==> images/power_grid.png <==
Bar = 20 um. Pins as bars on the die edge.
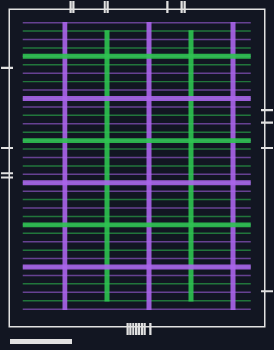
==> images/placement_by_type.png <==
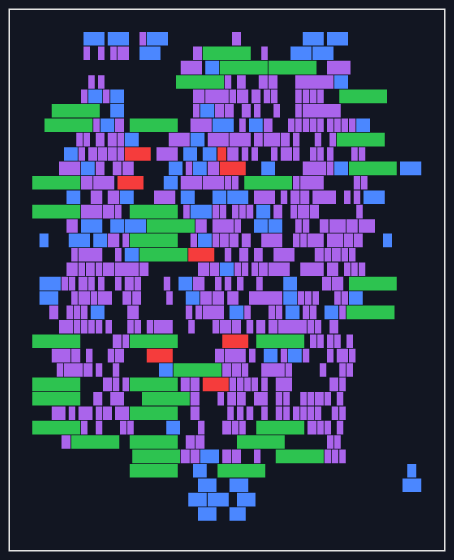
### src/rtl/line_clear_engine.sv
// Line-clear sequencer for the 20x10 playfield: scans rows bottom-up over a single-cell
// grid port, compacts surviving rows downward, zero-fills the top and reports the count.
module line_clear_engine #(
  parameter int ROWS = 20,
  parameter int COLS = 10,
  parameter int X_W  = 4,
  parameter int Y_W  = 5
) (
  input  logic           clk,
  input  logic           rst_n,
  input  logic           start,
  output logic           busy,
  output logic           done,
  output logic [4:0]     lines_cleared,
  output logic [X_W-1:0] gx,
  output logic [Y_W-1:0] gy,
  output logic           g_rd_en,
  output logic           g_wr_en,
  output logic           g_wr_data,
  input  logic           g_rd_data
);

  localparam logic [2:0] S_IDLE  = 3'd0;
  localparam logic [2:0] S_READ  = 3'd1;
  localparam logic [2:0] S_EVAL  = 3'd2;
  localparam logic [2:0] S_WRITE = 3'd3;
  localparam logic [2:0] S_CLEAR = 3'd4;
  localparam logic [2:0] S_DONE  = 3'd5;

  localparam logic [X_W-1:0] COL_LAST = X_W'(COLS - 1);
  localparam logic [Y_W-1:0] ROW_LAST = Y_W'(ROWS - 1);

  logic [2:0]      state_q, state_d;
  logic [Y_W-1:0]  src_q, src_d;
  logic [Y_W-1:0]  dst_q, dst_d;
  logic [X_W-1:0]  col_q, col_d;
  logic [COLS-1:0] row_buf_q, row_buf_d;
  logic [4:0]      cnt_q, cnt_d;
  logic [4:0]      lines_q, lines_d;

  logic            col_last;
  logic            row_full;
  logic            row_done;
  logic            clear_last;

  assign col_last   = (col_q == COL_LAST);
  assign row_full   = &row_buf_q;
  // Zero-fill walks rows 0 .. cnt-1 top-down; this marks the final one.
  assign clear_last = (src_q == Y_W'(cnt_q - 5'd1));

  always_comb begin
    state_d   = state_q;
    src_d     = src_q;
    dst_d     = dst_q;
    col_d     = col_q;
    row_buf_d = row_buf_q;
    cnt_d     = cnt_q;
    lines_d   = lines_q;
    row_done  = 1'b0;

    case (state_q)
      S_IDLE: begin
        if (start) begin
          src_d     = ROW_LAST;
          dst_d     = ROW_LAST;
          col_d     = '0;
          cnt_d     = '0;
          lines_d   = '0;
          row_buf_d = '0;
          state_d   = S_READ;
        end
      end

      S_READ: begin
        row_buf_d[col_q] = g_rd_data;
        if (col_last) begin
          col_d   = '0;
          state_d = S_EVAL;
        end else begin
          col_d = col_q + X_W'(1);
        end
      end

      S_EVAL: begin
        if (row_full) begin
          cnt_d    = cnt_q + 5'd1;
          row_done = 1'b1;
        end else if (dst_q != src_q) begin
          state_d = S_WRITE;
        end else begin
          dst_d    = dst_q - Y_W'(1);
          row_done = 1'b1;
        end
      end

      S_WRITE: begin
        if (col_last) begin
          col_d    = '0;
          dst_d    = dst_q - Y_W'(1);
          row_done = 1'b1;
        end else begin
          col_d = col_q + X_W'(1);
        end
      end

      S_CLEAR: begin
        if (col_last) begin
          col_d = '0;
          if (clear_last) begin
            state_d = S_DONE;
          end else begin
            src_d = src_q + Y_W'(1);
          end
        end else begin
          col_d = col_q + X_W'(1);
        end
      end

      S_DONE: begin
        lines_d = cnt_q;
        state_d = S_IDLE;
      end

      default: begin
        state_d = S_IDLE;
      end
    endcase

    // Row bookkeeping shared by EVAL and WRITE; cnt_d already includes a row cleared this cycle.
    if (row_done) begin
      if (src_q == '0) begin
        src_d   = '0;
        state_d = (cnt_d != 5'd0) ? S_CLEAR : S_DONE;
      end else begin
        src_d   = src_q - Y_W'(1);
        state_d = S_READ;
      end
    end
  end

  always_comb begin
    gx        = '0;
    gy        = '0;
    g_rd_en   = 1'b0;
    g_wr_en   = 1'b0;
    g_wr_data = 1'b0;

    case (state_q)
      S_READ: begin
        g_rd_en = 1'b1;
        gy      = src_q;
        gx      = col_q;
      end
      S_WRITE: begin
        g_wr_en   = 1'b1;
        gy        = dst_q;
        gx        = col_q;
        g_wr_data = row_buf_q[col_q];
      end
      S_CLEAR: begin
        g_wr_en = 1'b1;
        gy      = src_q;
        gx      = col_q;
      end
      default: begin
        gx = '0;
      end
    endcase
  end

  assign busy          = (state_q != S_IDLE);
  assign done          = (state_q == S_DONE);
  assign lines_cleared = lines_q;

  always_ff @(posedge clk or negedge rst_n) begin
    if (!rst_n) begin
      state_q   <= S_IDLE;
      src_q     <= '0;
      dst_q     <= '0;
      col_q     <= '0;
      row_buf_q <= '0;
      cnt_q     <= '0;
      lines_q   <= '0;
    end else begin
      state_q   <= state_d;
      src_q     <= src_d;
      dst_q     <= dst_d;
      col_q     <= col_d;
      row_buf_q <= row_buf_d;
      cnt_q     <= cnt_d;
      lines_q   <= lines_d;
    end
  end

endmodule

### config.mk
export PLATFORM = sky130hd
export DESIGN_NAME = line_clear_engine
export DESIGN_NICKNAME = d
export VERILOG_FILES = /design/src/rtl/line_clear_engine.sv
export SDC_FILE = /design/constraint.sdc
export NUM_CORES = 1
export LEC_CHECK = 0
export ABC_AREA = 1
export ABC_CLOCK_PERIOD_IN_PS = 2100
export CAP_MARGIN = 20
export CORE_AREA = 4 4 78 98
export CTS_CLUSTER_DIAMETER = 80
export CTS_CLUSTER_SIZE = 8
export DETAILED_ROUTE_END_ITERATION = 8
export DIE_AREA = 0 0 82 102
export PLACE_DENSITY = 0.67
export SLEW_MARGIN = 30
export SYNTH_ARGS = -nofsm -noshare
export SYNTH_HDL_FRONTEND = slang
export SYNTH_SLANG_ARGS = --single-unit
### constraint.sdc
create_clock -name clk -period 2.1 [get_ports clk]
set_clock_uncertainty 0.15 [all_clocks]
set_input_delay 0.42 -clock clk [delete_from_list [all_inputs] [get_ports clk]]
set_output_delay 0.42 -clock clk [all_outputs]
set_load 0.02 [all_outputs]
==> PnR_summary.wiki <==
== Run summary ==
{| class="wikitable"
! Metric !! Value
|-
| Post-route DRC violation count || 0
|-
| Crit path max-delay family || flip-flops
|-
| Fraction of power consumed by the clock network || 42.7%
|-
| Relative area change from synthesis to final layout || 37.4%
|-
| Final worst-path setup slack || -28.1 ps
|-
| Total of max-cap violations || 0
|-
| Portion of netlist area occupied by mux cells || 0%
|-
| Final count of negative-setup-slack endpoints || 8
|-
| Dominant kind of combinational cell || simple AND/OR/NAND/NOR gates
|-
| Count of hold-fix buffers inserted at cts || 1
|-
| Netlist Area Pre-Place || 2640 um^2
|-
| Leftover overflow at the end of global routing || 0
|-
| Switch share || 21.0%
|-
| Routed length on met2 || 4150 um
|-
| Slew at the pin closest to its max-slew limit || 445 ps
|-
| Post-CTS setup-driven buffer insertion count || 2
|-
| Most heavily used metal layer in global routing || met2
|-
| Worst R2R End || dst_q[4]
|-
| Drt first-iter violations || 112
|-
| Run status || complete, but fails checks
|-
| Weighted congestion reported at the end of routability-driven placement || 0.980
|-
| Simple share || 36.0%
|-
| Net count entering floorplan || 402
|-
| Met3 Wirelength || 188 um
|-
| Synthesized-area fraction occupied by adder cells || 2.37%
|-
| Iteration count of the initial detailed-routing pass || 4
|-
| Slowest stage cell on the critical path || dfrtp_1
|-
| Top contributor to total power || sequential cells
|-
| Top-area cell share || 35.0%
|-
| Violations in the final reports || negative setup slack
|-
| Endpoint with the worst hold slack || lines_cleared[1]
|-
| Setup TNS || -144 ps
|-
| Number of non-clock buffers || 76
|-
| Sequential Area || 926 um^2
|-
| Flip-flop count of the largest register, all copies and words added || 10
|-
| Global-route wire length before repair || 12400 um
|-
| Combinational group share of total power || 1.9%
|-
| CP Launch Point || state_q[0]
|}
## Picture notes: power_grid.png
VDD -> green
VSS -> purple
met4 straps = 5
met5 straps = 6
rows = 34
signal pins = 23
met1 rails = 35

## Picture notes: placement_by_type.png
other buffers and delay cells -> blue  # cells 76, share of their area 19%
flops -> green  # cells 37, share of their area 26%
combinational and other logic -> purple  # cells 351, share of their area 52%
clock drivers and dummy loads -> red  # cells 8, share of their area 2.9%
standard-cell rows: 34
Finished Core Util: 53.3%
area of the placeable core: 6810 um^2

Power figures rest on the tool's default switching activity, not on a simulated workload.
